<file path="config.mk">
export PLATFORM = sky130hd
export DESIGN_NAME = rx_packet_parser
export DESIGN_NICKNAME = d
export VERILOG_FILES = /design/src/rtl/rx_packet_parser.sv
export SDC_FILE = /design/constraint.sdc
export NUM_CORES = 1
export LEC_CHECK = 0
export CAP_MARGIN = 20
export CORE_ASPECT_RATIO = 1.4
export CORE_MARGIN = 1
export CORE_UTILIZATION = 46
export CTS_CLUSTER_SIZE = 28
export DETAILED_ROUTE_END_ITERATION = 10
export PLACE_DENSITY = 0.68
export REMOVE_ABC_BUFFERS = 1
export SLEW_MARGIN = 25
export SYNTH_ARGS = -nofsm -noshare
export SYNTH_HDL_FRONTEND = slang
export SYNTH_SLANG_ARGS = --single-unit
</file>
<file path="constraint.sdc">
create_clock -name clk -period 3.1 [get_ports clk]
set_input_delay 0.31 -clock clk [delete_from_list [all_inputs] [get_ports clk]]
set_output_delay 0.31 -clock clk [all_outputs]
set_load 0.02 [all_outputs]
</file>
<file path="src/rtl/rx_packet_parser.sv">
// Framed-packet parser behind the UART receiver: 0xAA, LEN, payload, CHK.
// Validated payloads are buffered locally, then streamed out on valid/ready.
module rx_packet_parser #(
    parameter int unsigned MAX_LEN = 16,
    parameter int unsigned TIMEOUT = 86800
) (
    input  logic       clk,
    input  logic       rst,
    input  logic       byte_valid,
    input  logic [7:0] byte_data,
    output logic       out_valid,
    output logic [7:0] out_data,
    output logic       out_last,
    input  logic       out_ready,
    output logic       pkt_ok,
    output logic [7:0] pkt_len,
    output logic       err,
    output logic [1:0] err_code
);

    localparam logic [2:0] S_IDLE    = 3'd0;
    localparam logic [2:0] S_GET_LEN = 3'd1;
    localparam logic [2:0] S_GET_PAY = 3'd2;
    localparam logic [2:0] S_GET_CHK = 3'd3;
    localparam logic [2:0] S_DRAIN   = 3'd4;

    localparam logic [1:0] E_BADLEN  = 2'd0;
    localparam logic [1:0] E_BADCHK  = 2'd1;
    localparam logic [1:0] E_TIMEOUT = 2'd2;
    localparam logic [1:0] E_OVERRUN = 2'd3;

    localparam logic [7:0] SOF = 8'hAA;
    localparam int unsigned AW = (MAX_LEN > 1) ? $clog2(MAX_LEN) : 1;
    localparam int unsigned TW = $clog2(TIMEOUT + 1);

    logic [2:0]    state_q, state_d;
    logic [7:0]    len_q, len_d;
    logic [7:0]    sum_q, sum_d;
    logic [7:0]    wr_ptr_q, wr_ptr_d;
    logic [7:0]    rd_ptr_q, rd_ptr_d;
    logic [TW-1:0] tcnt_q, tcnt_d;
    logic          pkt_ok_q, pkt_ok_d;
    logic [7:0]    pkt_len_q, pkt_len_d;
    logic          err_q, err_d;
    logic [1:0]    err_code_q, err_code_d;
    logic [7:0]    buf_q [MAX_LEN];
    logic          buf_we;
    logic          is_last;
    logic          in_frame;

    assign is_last  = (rd_ptr_q == len_q - 8'd1);
    assign in_frame = (state_q == S_GET_LEN) || (state_q == S_GET_PAY) || (state_q == S_GET_CHK);

    assign out_valid = (state_q == S_DRAIN);
    assign out_data  = (state_q == S_DRAIN) ? buf_q[rd_ptr_q[AW-1:0]] : '0;
    assign out_last  = (state_q == S_DRAIN) && is_last;
    assign pkt_ok    = pkt_ok_q;
    assign pkt_len   = pkt_len_q;
    assign err       = err_q;
    assign err_code  = err_code_q;

    always_comb begin
        state_d    = state_q;
        len_d      = len_q;
        sum_d      = sum_q;
        wr_ptr_d   = wr_ptr_q;
        rd_ptr_d   = rd_ptr_q;
        tcnt_d     = '0;
        pkt_ok_d   = 1'b0;
        pkt_len_d  = pkt_len_q;
        err_d      = 1'b0;
        err_code_d = err_code_q;
        buf_we     = 1'b0;

        case (state_q)
            S_IDLE: begin
                if (byte_valid && byte_data == SOF) state_d = S_GET_LEN;
            end
            S_GET_LEN: begin
                if (byte_valid) begin
                    if (byte_data == 8'd0 || byte_data > 8'(MAX_LEN)) begin
                        err_d      = 1'b1;
                        err_code_d = E_BADLEN;
                        state_d    = S_IDLE;
                    end else begin
                        len_d    = byte_data;
                        sum_d    = byte_data;
                        wr_ptr_d = '0;
                        state_d  = S_GET_PAY;
                    end
                end
            end
            S_GET_PAY: begin
                if (byte_valid) begin
                    buf_we   = 1'b1;
                    wr_ptr_d = wr_ptr_q + 8'd1;
                    sum_d    = sum_q + byte_data;
                    if (wr_ptr_q == len_q - 8'd1) state_d = S_GET_CHK;
                end
            end
            S_GET_CHK: begin
                if (byte_valid) begin
                    if (byte_data == sum_q) begin
                        pkt_ok_d  = 1'b1;
                        pkt_len_d = len_q;
                        rd_ptr_d  = '0;
                        state_d   = S_DRAIN;
                    end else begin
                        err_d      = 1'b1;
                        err_code_d = E_BADCHK;
                        state_d    = S_IDLE;
                    end
                end
            end
            S_DRAIN: begin
                // Incoming bytes cannot be buffered while draining; report and keep streaming.
                if (byte_valid) begin
                    err_d      = 1'b1;
                    err_code_d = E_OVERRUN;
                end
                if (out_ready) begin
                    if (is_last) begin
                        rd_ptr_d = '0;
                        state_d  = S_IDLE;
                    end else begin
                        rd_ptr_d = rd_ptr_q + 8'd1;
                    end
                end
            end
            default: state_d = S_IDLE;
        endcase

        // A byte in the expiry cycle clears the count, so it beats the timeout.
        if (in_frame && !byte_valid) begin
            if (tcnt_q == TW'(TIMEOUT - 1)) begin
                err_d      = 1'b1;
                err_code_d = E_TIMEOUT;
                state_d    = S_IDLE;
            end else begin
                tcnt_d = tcnt_q + 1'b1;
            end
        end
    end

    always_ff @(posedge clk or negedge rst) begin
        if (!rst) begin
            state_q    <= S_IDLE;
            len_q      <= '0;
            sum_q      <= '0;
            wr_ptr_q   <= '0;
            rd_ptr_q   <= '0;
            tcnt_q     <= '0;
            pkt_ok_q   <= 1'b0;
            pkt_len_q  <= '0;
            err_q      <= 1'b0;
            err_code_q <= '0;
            for (int unsigned i = 0; i < MAX_LEN; i++) buf_q[i] <= '0;
        end else begin
            state_q    <= state_d;
            len_q      <= len_d;
            sum_q      <= sum_d;
            wr_ptr_q   <= wr_ptr_d;
            rd_ptr_q   <= rd_ptr_d;
            tcnt_q     <= tcnt_d;
            pkt_ok_q   <= pkt_ok_d;
            pkt_len_q  <= pkt_len_d;
            err_q      <= err_d;
            err_code_q <= err_code_d;
            if (buf_we) buf_q[wr_ptr_q[AW-1:0]] <= byte_data;
        end
    end

endmodule
</file>
### Routing congestion map, run 1

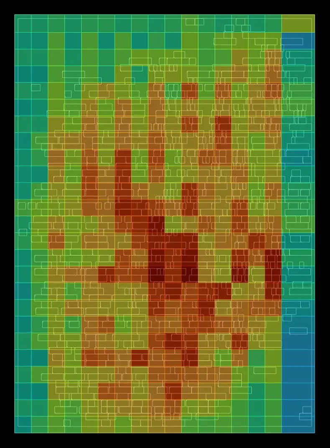
global-route met1 utilization: 0.280
Layout Utilization: 0.539

### Wiring by layer, run 1

(2 px per µm)
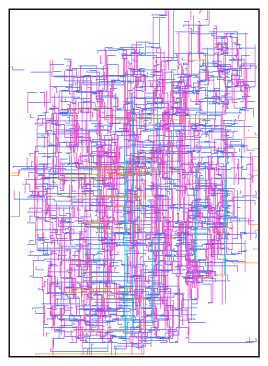
color	layer	wire length
cyan	metal 4	935 µm
blue	metal 1	8990 µm
magenta	metal 2	11000 µm
orange	metal 3	752 µm
wire length per cell: 19.9 µm
final WL: 21.7 mm
GRT Resource Usage Total: 0.222
via count: 6173

==> flow_metrics.tcl, run 1 <==
# place-and-route summary
set metrics [dict create \
    status "finished, final reports clean" \
    dp.cells 1057 \
    setup_viol_count_final 0 \
    cpMostUsedCell "mux4_2" \
    fillers 1793 \
    core_area_mm2 0.0205 \
    antenna_left 0 \
    gp_congestion 0.846 \
    cts_sinks 192 \
    internal-power_mw 5.81 \
    grt-ovfl-total 0 \
    cp_slowest_cell "mux4_2" \
    cts_setup_buffers 0 \
    holdBufCountCts 1 \
    holdWs_ns 0.465 \
    nets 848 \
    crit_arrival_ns 2.67 \
    net-switching-power_mw 2.65 \
    grt_pass1_vias 6327 \
    diodes 0 \
    async_flop_share 1.00 \
    p_leak_nw 5.10 \
    ys_seq_frac 0.500 \
    slew_headroom 0.483 \
    cts.root.buffer_cell "clkbuf_16" \
    clk_pin_slew_ns 0.08 \
    pwr-share-clk 0.268 \
    die_w_um 124 \
    htreeDepth 4 \
    period_used_share 0.960 \
    hp-class "reg -> reg" \
    netlist-cell-type-count 60 \
    drv_slew 0 \
    synth_area_mm2 0.00960 \
    logic_family "multiplexers" \
    yosys_area_mm2 0.00960 \
    synth-simple-area-share 0.117 \
    tns_ns 0 \
    drive_above_1_share 0.296 \
    yosys_warnings 0 \
    yosys.area_share.xor_xnor 0.0452 \
    antenna_found_initial 0 \
    syn_area_per_cell_um2 12.4 \
    setup_slack_ns 0.123 \
    stdcell_count 1090 \
    grt_start_max_net_pins 93 \
    top_power_group "registers" \
    worst_slew_pin_slew_ns 0.775 \
    total_power_mw 8.46 \
    drt_iter0_drc 373 \
    rsz0062_at_grt "false" \
    ir_worst_vdd_mv 0.464 \
    cts_buffers 17 \
    grt_pass1_wl_mm 35.1 \
    pwr.group.clock_mw 2.27 \
    p_comb_mw 2.49 \
    well_tap_count 256 \
    synthCells 777 \
    path_max_fanout 27 \
    flop-count 192 \
    min_period_ns 2.98 \
    required_ns 2.79 \
    signal_buffers 73 \
    place_ws_ns 0.107 \
    openroad.warnings 29 \
    drcViolationCount 0 \
    timing.fmax_mhz 336 \
    drv_cap 0 \
    cts_tree "built" \
    clk_latency_ns 0.44 \
    ys_sh_adder 0.0203 \
    buffer_area_frac 0.0626 \
    die_y_um 173 \
    ys_sh_mux 0.244 \
]
### Nets reached from selected ports, run 1

(2 px per µm)
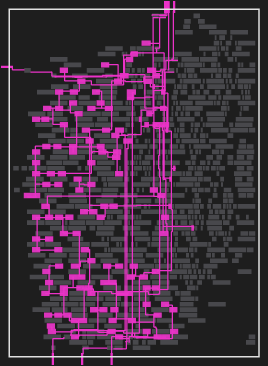
color	port	direction	end cells	buffers	wire
magenta	`byte_data`	input	137	15	2500 µm
count of buffers from port buffering: 33
IO Count: 34

## run 1: worst paths after layout
path	start	end	slack, ns	cells after the start
setup / recovery	rd_ptr_q[0]$_DFFE_PN0P_	out_data[4]	0.12	5
hold / removal	tcnt_q[0]$_DFF_PN0_	tcnt_q[0]$_DFF_PN0_	0.46	1
setup reg to reg	sum_q[2]$_DFFE_PN0P_	rd_ptr_q[7]$_DFFE_PN0P_	0.53	9
hold reg to reg	tcnt_q[0]$_DFF_PN0_	tcnt_q[0]$_DFF_PN0_	0.46	1
max in group asynchronous	rst	sum_q[1]$_DFFE_PN0P_	1.87	3
min in group asynchronous	rst	buf_q[46]$_DFFE_PN0P_	0.49	2
## run 1: metal layers
metal	vias to the layer above	GRT usage	part of all wire
li1	2883	-	-
met1	3138	0.280	0.41
met2	110	0.362	0.51
met3	42	0.0442	0.035
met4	0	0.107	0.043
met5	-	0	0
## run 1: Yosys cell counts, types with 6 or more instances
cell type,n,area [µm²]
a21o_1,7,52.6
a21oi_1,17,85.1
and2_1,12,75.1
and3_1,16,100
buf_2,6,30.0
clkbuf_1,38,143
dfrtp_1,192,4800
ha_1,14,175
inv_1,13,48.8
mux2_2,121,1360
mux2i_1,8,80.1
mux4_2,40,901
nand2_1,74,278
nand3_1,20,100
nand4_1,9,56.3
nor2_1,37,139
nor3_1,11,55.1
nor4_1,9,56.3
o21ai_0,32,160
xnor2_1,28,245
xor2_1,19,166
## run 1: registers in the layout (all words and copies together) (netlist names)
signal    count
buf_q       128
state_q       3
pkt_ok        1
pkt_len       8
sum_q         8
tcnt_q       17
wr_ptr_q      8
err           1
len_q         8
rd_ptr_q      8
err_code      2
### Pin map, run 1

(1.5 px per µm) Pins as bars across the die edge, other pins in gray.
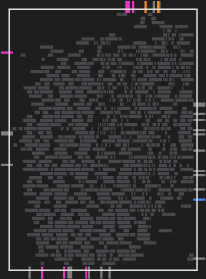

==> run 2, diff against run 1 <==
--- a/config.mk
+++ b/config.mk
@@ -11,7 +11,7 @@
 export CORE_UTILIZATION = 46
 export CTS_CLUSTER_SIZE = 28
 export DETAILED_ROUTE_END_ITERATION = 10
-export PLACE_DENSITY = 0.68
+export PLACE_DENSITY = 0.71
 export REMOVE_ABC_BUFFERS = 1
 export SLEW_MARGIN = 25
 export SYNTH_ARGS = -nofsm -noshare
### Pin map, run 2

(1.5 px per µm) Pins as bars across the die edge, other pins in gray.
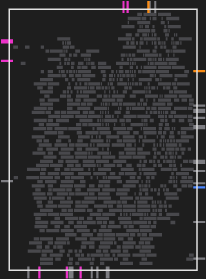
color	port	pins	direction	edge
blue	`out_ready`	1	input	east
orange	`err_code`	2	output	1 east, 1 north
magenta	`byte_data`	8	input	3 south, 3 west, 2 north
Die X: 124 µm
die height: 173 µm

==> flow_metrics.tcl, run 2 <==
# place-and-route summary
set metrics [dict create \
    initCoreUtil 0.469 \
    cts.root.buffer_cell "clkbuf_16" \
    synth_top_cell_by_count "dfrtp_1" \
    status "finished, final reports clean" \
    diodes 0 \
    hp-class "reg -> reg" \
    setup_viol_count_final 0 \
    yosysTopAreaCellShare 0.500 \
    path_max_fanout 13 \
    required_ns 2.79 \
    synth_area_mm2 0.00960 \
    cpMostUsedCell "mux4_2" \
    num_vias 6282 \
    slew_headroom 0.453 \
    rsz0062_at_grt "false" \
    largest_register "buf_q" \
    io_pins 34 \
    ff2ff_setup_slack_ns 0.37 \
    core_area_mm2 0.0205 \
    grt_start_max_net_pins 99 \
    antenna_found_initial 0 \
    cp-startpoint "rd_ptr_q[0]$_DFFE_PN0P_" \
    min-delay-start "tcnt_q[0]$_DFF_PN0_" \
    cts_sinks 192 \
    dp.cells 1053 \
    fillers 1761 \
    holdPathEnd "tcnt_q[0]$_DFF_PN0_" \
    cts_tree "built" \
    drive_above_1_share 0.297 \
    drcViolationCount 0 \
    grt-ovfl-total 0 \
    crit_arrival_ns 2.69 \
    gp_congestion 0.832 \
    p_leak_nw 5.05 \
    grt_pass1_wl_mm 34.6 \
    topCellsByArea "dfrtp_1 50%, mux2_2 14%, mux4_2 9.4%, nand2_1 2.9%, xnor2_1 2.6%" \
    clk_latency_ns 0.44 \
    edf_count 0 \
    clk_pin_slew_ns 0.07 \
    worst_slew_pin_slew_ns 0.820 \
    whs_path_depth 1 \
    top_regs "buf_q: 128 flops, tcnt_q: 17 flops" \
    largest_reg_flops 128 \
    holdWs_ns 0.462 \
    period_used_share 0.969 \
    netlist-cell-type-count 60 \
    antenna_left 0 \
    syn_area_per_cell_um2 12.4 \
    port_buffers 33 \
    cts_buffers 17 \
    r2r_cells 9 \
    yosys_warnings 0 \
    drt_iter0_drc 399 \
    synthCells 777 \
    stdcell_count 1091 \
    ff_type "dfrtp_1" \
    openroad.warnings 28 \
    drv_cap 0 \
    place_ws_ns 0.134 \
    yosys_area_mm2 0.00960 \
    netlist_top_cells_count "192 x dfrtp_1, 121 x mux2_2, 74 x nand2_1, 40 x mux4_2, 38 x clkbuf_1" \
    timing.rr.start "len_q[1]$_DFFE_PN0P_" \
    cp_slowest_cell "mux4_2" \
    grt_use_total 0.216 \
    min_period_ns 3.00 \
    grt_pass1_vias 6439 \
    htreeDepth 4 \
    drv_slew 0 \
    yosys.area.top_type "dfrtp_1" \
    setup_slack_ns 0.0961 \
    rows 62 \
    rr_endpoint "state_q[2]$_DFF_PN0_" \
    ir_worst_vdd_mv 0.455 \
    nets 849 \
    timing.fmax_mhz 333 \
    ys_seq_frac 0.500 \
    async_flop_share 1.00 \
]
### Wiring by layer, run 2

(2 px per µm)
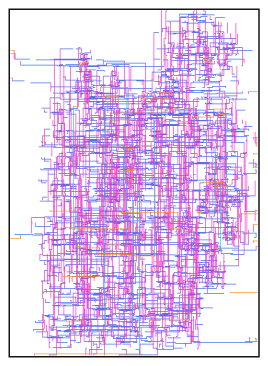
color	layer	wire length
orange	metal 3	696 µm
blue	metal 1	9050 µm
magenta	metal 2	11300 µm
cyan	metal 4	609 µm
wire length per cell: 19.9 µm
final WL: 21.7 mm

run 2: cells by family after synthesis:
kind of cell,share of synthesized area
AOI/OAI and AO/OA,0.0477
xor gates and xnor gates,0.0452
and+or+nand+nor,0.117
buffers and inverters,0.0254
adders and majority gates,0.0203
DFF,0.500
muxes,0.244
run 2: stage by stage:
stage / TNS, ns / utilization / power, mW
3_5_place_dp: 0 / 0.507 / 6.29
2_1_floorplan: -0.258 / - / 5.47
4_1_cts: 0 / 0.537 / 8.47
5_1_grt: 0 / 0.537 / 8.87
6_report: 0 / 0.537 / 8.41
3_3_place_gp: 0 / 0.507 / 6.18
run 2: metal layers:
metal	global-route usage	share of wire
met1	0.273	0.42
met2	0.365	0.52
met3	0.0366	0.032
met4	0.0853	0.028
met5	0	0
run 2: power breakdown:
group | internal, mW | total (mW) | switching [mW]
clock | 1.10 | 2.15 | 1.06
sequential | 3.23 | 3.71 | 0.475
combinational | 1.44 | 2.55 | 1.11
total | 5.76 | 8.41 | 2.65
run 2: final cells by class:
cell class	count	area, µm²	share of cell area
clock inverter	14	143	0.0130
inverter	13	48.8	0.00443
clock buffer	18	439	0.0399
timing repair buffer	74	692	0.0629
sequential	192	4810	0.437
tap	256	320	0.0291
multi-input combinational	524	4560	0.414
run 2: timing repair:
action | in CTS | in global routing
endpoints found under the setup margin | 9 | 5
endpoints found under the hold margin | 2 | 0
hold buffers | 1 | 0
setup buffers | 4 | 1
gates resized | 9 | 3
run 2: worst max path at each step:
stage	cells past startpoint	to	slack (ns)
after detailed placement	10	rd_ptr_q[7]$_DFFE_PN0P_	0.13
after CTS	6	out_data[2]	0.002
final	6	out_data[3]	0.1
after global placement	10	rd_ptr_q[7]$_DFFE_PN0P_	0.13
after floorplan	3	out_data[0]	-0.03
after global routing	8	out_last	0.0008
Power is estimated from default activity; no workload was simulated.
